Fig. 1: signal wires on met3
Scale bar: 50 um.
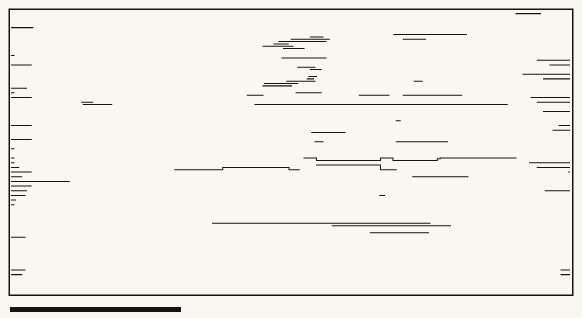
Fig. 2: placement view
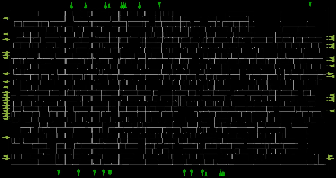
==> src/rtl/stickit_decoder.sv <==
// ---------------------------------------------------------------------------
// stickit_decoder
//
// Receive-side decoder for the StickIt! LED Digits charlieplexed 8-line
// interface. Watches the eight tristate lines (driven level plus output
// enable), waits for a pattern to hold steady, identifies the scanned digit
// and its segment pattern, maps the pattern back to a hex nibble and
// assembles a full 8-digit frame into a 32-bit value.
//
// Parameters
//   STABLE_CYCLES : consecutive identical samples needed to accept a
//                   pattern (legal range 1..15)
//
// Ports
//   CLK       in   1  system clock
//   RESET     in   1  synchronous, active-high reset
//   S_OUT     in   8  driven level of each line
//   S_OE      in   8  1 = line driven, 0 = line high-Z
//   VALUE     out 32  last complete frame, digit k in [4k+3:4k]
//   VALID     out  1  one-cycle pulse when VALUE is updated
//   ERROR     out  1  one-cycle pulse when an accepted pattern is rejected
//   SYNCED    out  1  high while collecting a frame
//   ERR_COUNT out  8  saturating count of rejected patterns
//
// Build option
//   STICKIT_DEC_ERRCNT_EN : when defined, ERR_COUNT counts ERROR pulses and
//                           saturates at 255; otherwise it is tied to 0.
// ---------------------------------------------------------------------------
module stickit_decoder #(
    parameter int STABLE_CYCLES = 2
) (
    input  logic        CLK,
    input  logic        RESET,
    input  logic [7:0]  S_OUT,
    input  logic [7:0]  S_OE,
    output logic [31:0] VALUE,
    output logic        VALID,
    output logic        ERROR,
    output logic        SYNCED,
    output logic [7:0]  ERR_COUNT
);

    typedef enum logic {
        HUNT    = 1'b0,
        COLLECT = 1'b1
    } state_t;

    localparam logic [3:0] STABLE_LAST = 4'(STABLE_CYCLES - 1);
    localparam logic [3:0] STABLE_MAX  = 4'(STABLE_CYCLES);

    // -----------------------------------------------------------------------
    // Sampling and stability
    // -----------------------------------------------------------------------
    logic [15:0] raw;
    logic [15:0] smp;
    logic [15:0] last_acc;
    logic [3:0]  stable_cnt;
    logic        same;
    logic        accept;

    assign raw = {S_OE, S_OUT};

    // The incoming sample is compared against the one already held in smp,
    // so a pattern presented from cycle t reaches the acceptance count on
    // the edge ending cycle t+STABLE_CYCLES.
    assign same   = (raw == smp);
    assign accept = same && (stable_cnt == STABLE_LAST) && (smp != last_acc);

    // NOTE: sequential state is assigned with <= so every register samples
    // the pre-edge values of its neighbours, independent of statement order.
    always_ff @(posedge CLK) begin
        if (RESET) begin
            smp        <= '0;
            last_acc   <= '0;
            stable_cnt <= '0;
        end else begin
            smp <= raw;
            if (!same) begin
                stable_cnt <= '0;
            end else if (stable_cnt != STABLE_MAX) begin
                stable_cnt <= stable_cnt + 4'd1;
            end
            if (accept) begin
                last_acc <= smp;
            end
        end
    end

    // -----------------------------------------------------------------------
    // Pattern decode (operates on the held sample)
    // -----------------------------------------------------------------------
    logic [7:0] oe_s;
    logic [7:0] out_s;
    logic [7:0] scan_mask;
    logic [7:0] lit;
    logic       scan_ok;
    logic [2:0] scan_idx;
    logic [6:0] seg;
    logic       glyph_ok;
    logic [3:0] nibble;
    logic       bad;

    assign oe_s      = smp[15:8];
    assign out_s     = smp[7:0];
    assign scan_mask = oe_s & out_s;
    assign lit       = oe_s & ~out_s;

    // Exactly one driven-high line: non-zero and clearing the lowest set bit
    // leaves nothing behind.
    assign scan_ok = (scan_mask != 8'd0) &&
                     ((scan_mask & (scan_mask - 8'd1)) == 8'd0);

    always_comb begin
        scan_idx = '0;
        for (int i = 0; i < 8; i++) begin
            if (scan_mask[i]) begin
                scan_idx = 3'(i);
            end
        end
    end

    // Remove the scan line and close the gap: lines below it keep their
    // position, lines above it shift down by one.
    always_comb begin
        seg = '0;
        for (int i = 0; i < 7; i++) begin
            seg[i] = (3'(i) < scan_idx) ? lit[i] : lit[i + 1];
        end
    end

    // NOTE: every combinational output gets a default before the case so no
    // path leaves a signal unassigned and no latch is inferred.
    always_comb begin
        nibble   = 4'h0;
        glyph_ok = 1'b1;
        case (seg)
            7'b0111111: nibble = 4'h0;
            7'b0000110: nibble = 4'h1;
            7'b1011011: nibble = 4'h2;
            7'b1001111: nibble = 4'h3;
            7'b1100110: nibble = 4'h4;
            7'b1101101: nibble = 4'h5;
            7'b1111101: nibble = 4'h6;
            7'b0000111: nibble = 4'h7;
            7'b1111111: nibble = 4'h8;
            7'b1101111: nibble = 4'h9;
            7'b1110111: nibble = 4'hA;
            7'b1111100: nibble = 4'hB;
            7'b0111001: nibble = 4'hC;
            7'b1011110: nibble = 4'hD;
            7'b1111001: nibble = 4'hE;
            7'b1110001: nibble = 4'hF;
            default:    glyph_ok = 1'b0;
        endcase
    end

    assign bad = !scan_ok || !glyph_ok;

    // -----------------------------------------------------------------------
    // Frame FSM
    // -----------------------------------------------------------------------
    state_t      state;
    state_t      state_next;
    logic [2:0]  expected;
    logic [2:0]  expected_next;
    // Digit 7 goes straight into VALUE, so only digits 0..6 need shadowing.
    logic [27:0] shadow;
    logic [27:0] shadow_next;
    logic [31:0] value_next;
    logic        valid_next;
    logic        error_next;

    always_comb begin
        state_next    = state;
        expected_next = expected;
        shadow_next   = shadow;
        value_next    = VALUE;
        valid_next    = 1'b0;
        error_next    = 1'b0;

        if (accept) begin
            if (bad) begin
                // Malformed or unknown glyph: drop sync, keep shadow as is.
                error_next = 1'b1;
                state_next = HUNT;
            end else if (state == HUNT) begin
                // Only digit 0 can start a frame; anything else is ignored.
                if (scan_idx == 3'd0) begin
                    shadow_next[3:0] = nibble;
                    expected_next    = 3'd1;
                    state_next       = COLLECT;
                end
            end else if (scan_idx == expected) begin
                if (expected == 3'd7) begin
                    value_next    = {nibble, shadow};
                    valid_next    = 1'b1;
                    expected_next = 3'd0;
                    state_next    = HUNT;
                end else begin
                    for (int d = 0; d < 7; d++) begin
                        if (scan_idx == 3'(d)) begin
                            shadow_next[4*d +: 4] = nibble;
                        end
                    end
                    expected_next = expected + 3'd1;
                end
            end else begin
                // Out of order. A fresh digit 0 restarts the frame in place.
                error_next = 1'b1;
                if (scan_idx == 3'd0) begin
                    shadow_next[3:0] = nibble;
                    expected_next    = 3'd1;
                end else begin
                    state_next = HUNT;
                end
            end
        end
    end

    // NOTE: the shadow is an ordinary register (not a RAM), so it is cleared
    // on reset to guarantee a mid-frame reset discards partial data.
    always_ff @(posedge CLK) begin
        if (RESET) begin
            state    <= HUNT;
            expected <= '0;
            shadow   <= '0;
            VALUE    <= '0;
            VALID    <= 1'b0;
            ERROR    <= 1'b0;
        end else begin
            state    <= state_next;
            expected <= expected_next;
            shadow   <= shadow_next;
            VALUE    <= value_next;
            VALID    <= valid_next;
            ERROR    <= error_next;
        end
    end

    assign SYNCED = (state == COLLECT);

    // -----------------------------------------------------------------------
    // Optional error counter
    // -----------------------------------------------------------------------
`ifdef STICKIT_DEC_ERRCNT_EN
    logic [7:0] err_cnt;

    always_ff @(posedge CLK) begin
        if (RESET) begin
            err_cnt <= '0;
        end else if (error_next && (err_cnt != 8'hFF)) begin
            err_cnt <= err_cnt + 8'd1;
        end
    end

    assign ERR_COUNT = err_cnt;
`else
    assign ERR_COUNT = '0;
`endif

endmodule

==> config.mk <==
export PLATFORM = sky130hd
export DESIGN_NAME = stickit_decoder
export DESIGN_NICKNAME = d
export VERILOG_FILES = /design/src/rtl/stickit_decoder.sv
export SDC_FILE = /design/constraint.sdc
export NUM_CORES = 1
export LEC_CHECK = 0
export CELL_PAD_IN_SITES_DETAIL_PLACEMENT = 0
export CELL_PAD_IN_SITES_GLOBAL_PLACEMENT = 1
export CORE_ASPECT_RATIO = 0.5
export CORE_UTILIZATION = 40
export CTS_BUF_LIST = sky130_fd_sc_hd__clkbuf_4 sky130_fd_sc_hd__clkbuf_8
export CTS_CLUSTER_DIAMETER = 80
export DETAILED_ROUTE_END_ITERATION = 7
export GPL_TIMING_DRIVEN = 0
export PLACE_DENSITY_LB_ADDON = 0.1
export SLEW_MARGIN = 0
export SYNTH_ARGS = -nofsm -noshare
export SYNTH_HDL_FRONTEND = slang
export SYNTH_SLANG_ARGS = --single-unit
==> constraint.sdc <==
create_clock -name CLK -period 2.67 [get_ports CLK]
set_clock_uncertainty 0.15 [all_clocks]
set_input_delay 0.534 -clock CLK [delete_from_list [all_inputs] [get_ports CLK]]
set_output_delay 0.534 -clock CLK [all_outputs]
set_load 0.02 [all_outputs]
==> results.py <==
# Synthesis and PnR figures
metrics = {
    "status": {
        "status": "finished with violations",
        "violations": "negative setup slack",
    },
    "final_timing": {
        "worst_pin_slew_ns": 0.841,
        "setup_viol_count_final": 66,
        "worst_slack_ns": -0.321,
        "fin_crit_ns": 2.99,
    },
    "power": {
        "p_leak_nw": 2.85,
        "powerDensity_mw_per_mm2": 424,
    },
    "route": {
        "ant_nets": 0,
        "routed_via_density": 5.25,
        "first_pass_iters": 4,
        "wire_per_inst_um": 17.0,
    },
    "layout": {
        "nets": 713,
        "layout_top_cells": "dfxtp_1 (90), nand2_1 (79), mux2i_1 (65)",
        "final_cells": 865,
        "insertedDiodeCount": 0,
    },
    "yosys": {
        "synth_warnings": 0,
        "avgSynthCellArea_um2": 8.96,
        "yosysUniqueCellTypes": 68,
        "syn_area_mm2": 0.00525,
    },
    "setup_path": {
        "rrSetupSlack_ns": -0.32,
        "critPathLaunchType": "flip-flop",
        "ff2ff_path_depth": 11,
        "critPathLaunch": "smp[2]",
        "cp.arrival_ns": 3.10,
    },
    "grt": {
        "grt_remaining_overflow": 0,
    },
    "place": {
        "port_buffers": 52,
        "dp_hpwl_um": 9790,
    },
    "hold_path": {
        "whs_endpoint": "smp[4]",
    },
    "cts": {
        "htreeDepth": 3,
        "cts.repair.resized": 78,
    },
    "floorplan": {
        "dieHeight_um": 83,
    },
}
Back to the opening pictures, Fig. 1:
share of all routed wire: 5.1%
main direction: horizontal
longest straight run: 73.6 um

Back to the opening pictures, Fig. 2:
flop share of the area: 0.288
Fill cells: 1,171
row cnt: 29
Seq Cell Count: 102
Core Footprint: 0.0127 mm2

logic make-up (layout without fill, tap and decap cells):
kind of cell / after synthesis / after routing / synth area share
XOR/XNOR: 35 / 35 / 0.0584
adder cells (fa/ha/maj): 7 / 7 / 0.0157
AND/OR/NAND/NOR: 223 / 223 / 0.215
other: 1 / 8 / 0.000714
buffers and inverters: 63 / 165 / 0.0648
AND-OR/OR-AND: 90 / 90 / 0.132
multiplexers: 65 / 65 / 0.124
flip-flops: 102 / 102 / 0.389
report_power, final:
group	switching [mW]	leakage (nW)	internal (mW)	total [mW]
logic	0.270	1.92	0.212	0.482
registers	0.0310	0.829	1.53	1.57
clock network	0.627	0.0945	0.362	0.989
state kept, by name, summed over array words and instances, names as in the netlist:
register and count:
last_acc 16, stable_cnt 4, shadow 28, ERROR 1, VALID 1, smp 16
SYNCED 1, VALUE 32, expected 3
routing by layer:
layer  GRT usage  vias to the layer above  part of all wire
met5           0                        -                 0
met4      0.0354                        0            0.0050
met3      0.0400                        6             0.051
met2       0.331                      117              0.44
met1       0.331                     2158              0.51
li1            -                     2258                 -
area by class of cell:
| type | instances | area (um2) |
|---|---|---|
| Sequential cell | 102 | 2060 |
| Tap cell | 170 | 213 |
| Buffer | 38 | 303 |
| Inverter | 12 | 45.0 |
| Timing Repair Buffer | 99 | 1020 |
| Clock inverter | 7 | 61.3 |
| Fill cell | 1171 | 5580 |
| Clock buffer | 9 | 124 |
| Multi-Input combinational cell | 428 | 3330 |
critical path: stages, from the launching register on:
cell and delay [ns]:
dfxtp_2 0.35, buf_8 0.13, a22o_4 0.25, o41a_1 0.45, buf_4 0.18, nor2_4 0.17, nand3_2 0.08, a211o_1 0.36
nand4_4 0.16, buf_2 0.17, nand4_1 0.25, mux2i_1 0.19
No activity file was given, so power comes from the tool's default toggle rates.
